## config.mk

```make
export PLATFORM = sky130hd
export DESIGN_NAME = accumulator_buffer
export DESIGN_NICKNAME = d
export VERILOG_FILES = /design/src/rtl/accumulator_buffer.sv
export SDC_FILE = /design/constraint.sdc
export NUM_CORES = 2
export LEC_CHECK = 0
export CORE_MARGIN = 10
export CORE_UTILIZATION = 45
export DETAILED_ROUTE_END_ITERATION = 7
export GPL_TIMING_DRIVEN = 0
export PLACE_DENSITY = 0.57
export SLEW_MARGIN = 0
export SYNTH_ARGS = -nofsm -noshare
export SYNTH_HDL_FRONTEND = slang
export SYNTH_SLANG_ARGS = --single-unit
```

## constraint.sdc

```tcl
create_clock -name clk -period 19.1 [get_ports clk]
set_input_delay 2.865 -clock clk [delete_from_list [all_inputs] [get_ports clk]]
set_output_delay 2.865 -clock clk [all_outputs]
set_load 0.02 [all_outputs]
```

## src/rtl/accumulator_buffer.sv

```systemverilog
// accumulator_buffer: double-banked two-column row buffer with overwrite/accumulate writes
// and a valid/ready drain of the completed bank.
module accumulator_buffer #(
  parameter int DEPTH  = 8,
  parameter int DATA_W = 16,
  parameter int ACC_W  = 32
) (
  input  logic              clk,
  input  logic              reset,
  input  logic              clear,
  input  logic              in_valid,
  input  logic [DATA_W-1:0] in_col0,
  input  logic [DATA_W-1:0] in_col1,
  input  logic              acc_mode,
  input  logic              rewind,
  input  logic              swap,
  output logic              swap_ready,
  output logic              out_valid,
  input  logic              out_ready,
  output logic [ACC_W-1:0]  out_col0,
  output logic [ACC_W-1:0]  out_col1,
  output logic              out_last,
  output logic              overflow
);
  localparam int AW = $clog2(DEPTH);
  localparam int PW = AW + 1;
  localparam logic [PW-1:0] FULL = PW'(DEPTH);
  typedef enum logic {IDLE, DRAIN} state_t;
  state_t state, state_next;
  logic [PW-1:0] wr_ptr, rows_valid, rows_next, drain_count, rd_ptr, cnt, load_idx;
  logic wr_bank, w_en, swap_acc, acc, load, fwd;
  logic [AW:0] w_addr, r_addr;
  logic [ACC_W-1:0] mem0 [2*DEPTH];
  logic [ACC_W-1:0] mem1 [2*DEPTH];
  logic [ACC_W-1:0] w0, w1;
  function automatic logic [ACC_W-1:0] sat(input logic [ACC_W:0] s);
    return s[ACC_W] != s[ACC_W-1] ? {s[ACC_W], {(ACC_W-1){~s[ACC_W]}}} : s[ACC_W-1:0];
  endfunction
  assign w_addr = {wr_bank, wr_ptr[AW-1:0]};
  assign w_en = in_valid && !clear && wr_ptr != FULL;
  assign swap_acc = swap && !clear && state == IDLE;
  assign acc = acc_mode && wr_ptr < rows_valid;
  assign w0 = sat((acc ? {mem0[w_addr][ACC_W-1], mem0[w_addr]} : '0)
                  + {{(ACC_W+1-DATA_W){in_col0[DATA_W-1]}}, in_col0});
  assign w1 = sat((acc ? {mem1[w_addr][ACC_W-1], mem1[w_addr]} : '0)
                  + {{(ACC_W+1-DATA_W){in_col1[DATA_W-1]}}, in_col1});
  assign rows_next = w_en && wr_ptr >= rows_valid ? wr_ptr + 1'b1 : rows_valid;
  assign cnt = swap_acc ? rows_next : drain_count;
  assign swap_ready = state == IDLE;
  assign out_valid = state == DRAIN;
  always_comb begin
    state_next = state;
    load = 1'b0;
    load_idx = state == IDLE ? '0 : rd_ptr + 1'b1;
    if (state == IDLE) begin
      state_next = swap_acc && rows_next != '0 ? DRAIN : IDLE;
      load = swap_acc && rows_next != '0;
    end else if (out_ready) begin
      state_next = out_last ? IDLE : DRAIN;
      load = !out_last;
    end
  end
  // At swap the bank being handed over is still wr_bank; a same-cycle write to row 0 is forwarded.
  assign r_addr = {state == IDLE ? wr_bank : ~wr_bank, load_idx[AW-1:0]};
  assign fwd = state == IDLE && w_en && wr_ptr == '0;
  always_ff @(posedge clk) begin
    if (w_en) begin
      mem0[w_addr] <= w0;
      mem1[w_addr] <= w1;
    end
  end
  always_ff @(posedge clk or negedge reset) begin
    if (!reset) begin
      wr_ptr <= '0;
      rows_valid <= '0;
      wr_bank <= 1'b0;
      overflow <= 1'b0;
    end else if (clear) begin
      wr_ptr <= '0;
      rows_valid <= '0;
      overflow <= 1'b0;
    end else begin
      if (in_valid && wr_ptr == FULL) overflow <= 1'b1;
      wr_ptr <= swap_acc || rewind ? '0 : wr_ptr + PW'(w_en);
      rows_valid <= swap_acc ? '0 : rows_next;
      if (swap_acc) wr_bank <= ~wr_bank;
    end
  end
  always_ff @(posedge clk or negedge reset) begin
    if (!reset) begin
      state <= IDLE;
      rd_ptr <= '0;
      drain_count <= '0;
      out_col0 <= '0;
      out_col1 <= '0;
      out_last <= 1'b0;
    end else begin
      state <= state_next;
      if (swap_acc) drain_count <= rows_next;
      if (load) begin
        rd_ptr <= load_idx;
        out_col0 <= fwd ? w0 : mem0[r_addr];
        out_col1 <= fwd ? w1 : mem1[r_addr];
        out_last <= load_idx == cnt - 1'b1;
      end else if (state_next == IDLE) begin
        out_last <= 1'b0;
      end
    end
  end
endmodule
```

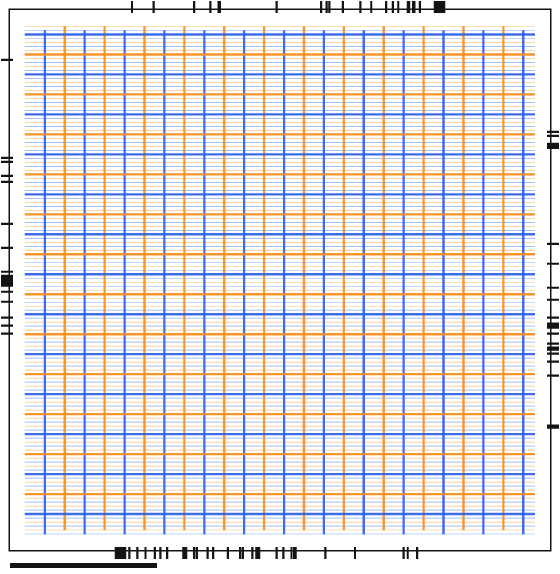
*PDN straps and rails*
Bar = 100 µm. Pins as bars on the die edge.
Key: orange = VDD; blue = VSS
25 straps on met5. 108 signal pins sit on the boundary.
worst supply voltage drop on vdd: 0.0000999 V
Die Height: 368 µm

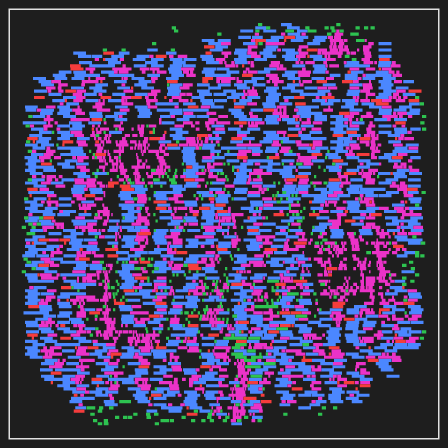
*Placement by cell class*
Key: red = clock drivers and dummy loads [cells 221, share of their area 6.5%]; blue = registers [cells 1,108, share of their area 55%]; green = remaining buffers and delay cells [cells 448, share of their area 5.0%]; magenta = remaining logic cells [cells 1,921, share of their area 34%]
area of the placeable core: 0.120 mm²
final design instance area without fill: 0.0623 mm²
site row count: 127
sequential share of cell area: 52.8%

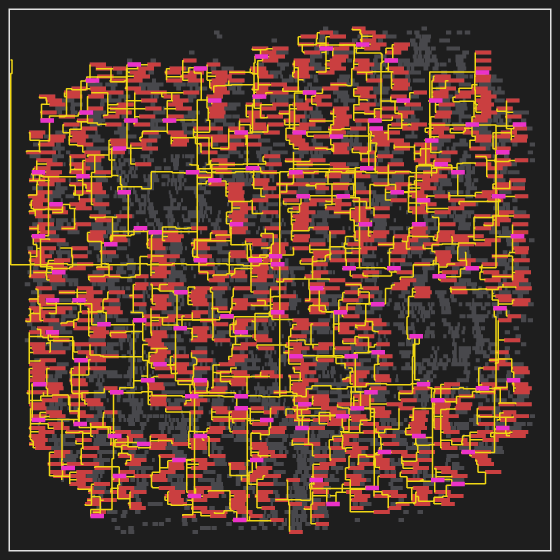
*Clock wires, drivers and flops*
Key: yellow = clock wires [length 14,100 µm]; red = flip-flops [count 1,108]; magenta = clock-net drivers [count 118]
Position of the flops: all over the die.
Clock group: 2360 µW
Late-Pin Clk Latency: 740 ps
clock share of power: 25.9%

==> run summary <==
Implementation results. Post-route period utilization is reported as 54.4%. The script logs the mean routed wire length per placed instance as 40.1 µm. Area fraction in full adders, half adders and majority gates landed at 1.82%. The largest total area in the synthesized netlist belongs to sky130_fd_sc_hd__edfxtp_1. Number of max-capacitance violations reported landed at 3. Met1 capacity usage during global routing landed at 38.2%. Starting density of the core landed at 45.3%. Tap cell count landed at 1,612. The first global-routing pass estimated 296 mm of wire. The post-route netlist has 20.5% of its cells at a drive strength greater than 1. The worst register-to-register path ends at out_col1[8]$_DFFE_PN0P_. The report gives the cell count of the worst hold path as 1.

Total routing resource utilization after global routing landed at 30.7%. Pin count of the biggest net entering global routing landed at 51. Placement-stage cell area landed at 0.0582 mm². The final layout report lists a filler cell count of 9,760.

Horizontal die dimension landed at 368 µm. The worst path in the final design needs a cycle of 10,390 ps, including I/O delays and setup. Per STA, the highest per-stage delay on the worst path measures 990 ps.

Per STA, the endpoint of the critical path is out_col1[8]$_DFFE_PN0P_. Measured against the total synthesized area, the mux share comes to 18.8%. Area of the multi-input gates landed at 0.0203 mm². STA classifies the critical path startpoint as a flip-flop.

Looking at the worst setup and hold paths, the clock pins of their registers show a slew of 60 ps. Worst setup slack for register-to-register paths landed at 8710 ps. Averaged over all synthesized cells, the footprint is 16.4 µm². First-pass detailed-route iteration total landed at 8. Number of standard cells after synthesis landed at 3,320. Non-clock buffers make up 4.85% of the layout cell area. Counting only logic cells after layout, the most numerous master is sky130_fd_sc_hd__edfxtp_1.

Summing all flip-flop and latch instances after layout gives 0.0329 mm². Yosys reported that registers with async set or reset make up 7.58%. Per the area breakdown, the dominant cell category is registers. The detailed router finished its first iteration with 6,021 violations. Aggregate negative setup slack landed at 0 ps. Count of nets left with antenna violations after detail routing landed at 0. The area fraction of the largest cell type after synthesis is 56.6%.

Number of clock buffers in the layout landed at 152. The layout report gives the multi-input gate share of total cell area as 32.6%. According to the hold report, the worst path is of the flip-flop to flip-flop type. The number of nets handed over by synthesis was 3,438.

Global routing usage on met3 landed at 8.32%. Final antenna diode count landed at 4. In the layout the commonest cells are 1,024 x sky130_fd_sc_hd__edfxtp_1, 444 x sky130_fd_sc_hd__mux4_2, 252 x sky130_fd_sc_hd__a21oi_1.

The most frequently used library cell after synthesis is sky130_fd_sc_hd__edfxtp_1. The timing report shows that the slowest cell on the worst path is sky130_fd_sc_hd__buf_1. Per the GRT log, the top usage layer is met2. In the routed layout, each cell is associated on average with a via count of 7.20. For reference, the critical path cell chain is clkbuf_1 > buf_1 > buf_1 > inv_1 > ha_1 > nor2b_1 > o21a_1 > o21ai_0 > nand3b_1 > clkbuf_1 > nor2b_1 > ha_1 > nand2b_1 > a21oi_1 > o21ai_0 > o221a_4 > o31a_1 > and3b_2 > mux2i_2 > o211ai_1 > buf_4 > a221o_1.

Number of hold buffers added after CTS landed at 0. The run finished, with violations left. Fraction of the mapped netlist area in simple logic gates landed at 3.34%.

Number of buffers between clock root and the deepest sink landed at 3. Count of buffering cells on the critical path with inverters included landed at 6. Number of ordinary inverters in the final layout landed at 32. Per the OpenROAD power report, leakage power amounts to 0.0193 µW. Dividing total power by cell area gives a power density of 147 mW/mm². Measured against its own limit, the worst slew margin works out to -9.10%. Clock skew on the completed layout was measured at 35.3 ps.

During placement, the flow inserted port buffers numbering 107. The synthesis report lists the most area-consuming cells as sky130_fd_sc_hd__edfxtp_1 57%, sky130_fd_sc_hd__mux4_2 18%, sky130_fd_sc_hd__o221ai_1 4.0%. Highest attainable clock frequency landed at 96.2 MHz. Global routing consumed, on the met2 layer, 48.9% of the routing resources. Summing over the stages, the warning tally comes to 30. TritonCTS built the clock tree. Number of multi-input combinational cells landed at 1,889. The largest registers in the layout are mem0 x512, mem1 x512. The final reports fail on capacitance limit, slew limit.

After synthesis, the netlist uses 77 different library cells. According to the CTS report, the clock sink count is 1,108. The placement summary gives the final routability congestion estimate as 0.928. Chip area landed at 0.135 mm².

The worst hold path begins at out_col1[4]$_DFFE_PN0P_. The clock H-tree reported by CTS has 3 levels. By area, the combinational part of the netlist is dominated by multiplexers. Count of plain and timing-repair buffers landed at 448. The stat command in Yosys gives a chip area of 0.0544 mm². Of all nets on the critical path, the largest fanout is 10. Detailed-route DRC error count landed at 0. For reference, the final report shows the max-slew violation count at 33.

In this design, the largest share of critical-path delay is due to buffers and inverters. At the placement stage, the worst setup path has a slack of 8650 ps. Endpoints failing hold in the final report were tallied at 0. Number of cells upsized or downsized after cts landed at 0.

Looking at the cell usage after synthesis, the top flip-flop cell is sky130_fd_sc_hd__edfxtp_1. Pin slew with the least headroom to its limit landed at 1640 ps. The worst setup path is captured at a flip-flop. At the worst endpoint, the arrival time is 11,000 ps. Ranked by instance count, the synthesized netlist is headed by 1,024 x sky130_fd_sc_hd__edfxtp_1, 444 x sky130_fd_sc_hd__mux4_2, 252 x sky130_fd_sc_hd__a21oi_1. The cell sitting at the root of the clock tree is a sky130_fd_sc_hd__clkbuf_16. Count of vias placed by the detailed router landed at 38.3k.

The launch point of the critical path was reported as wr_ptr[0]$_DFF_PN0_. Total grt overflow landed at 0. Xor-xnor portion of the synthesized cell area landed at 1.03%. Detailed placement finished with a half-perimeter wire length of 141 mm. The initial antenna violation count is 2. Sequential cell count landed at 1,108. Sequential share of the synthesized area landed at 60.4%. In this run the count of I/O pins placed on the die edge is 108. The via count of the first global-routing pass was 38.9k. Critical path depth in cells landed at 22. Once the clock tree was built, the setup fixing pass inserted 0 buffers. The report puts the cell count of the worst reg-to-reg path at 22. Required arrival time at the worst endpoint landed at 19,710 ps.
-- power breakdown --
group | internal (µW) | total (µW) | switching, µW
Clock | 1360 | 2360 | 1000
Sequential | 2990 | 3080 | 87.1
Combinational | 1160 | 3690 | 2530
Total | 5520 | 9130 | 3620
-- per-stage QoR --
stage	utilization [%]	std cells	power, µW
floorplan	-	3320	5070
global placement	47.9	5039	6610
detailed placement	48.5	5082	6670
CTS	51.8	5303	9010
global route	51.9	5310	9340
finish	51.9	5314	9130
-- routing by layer --
metal | up-vias | wire [µm]
met5 | - | 23
met4 | 4 | 13300
met3 | 717 | 25100
met2 | 3063 | 99500
met1 | 19700 | 75200
li1 | 14800 | -
Power figures rest on the tool's default switching activity, not on a simulated workload.
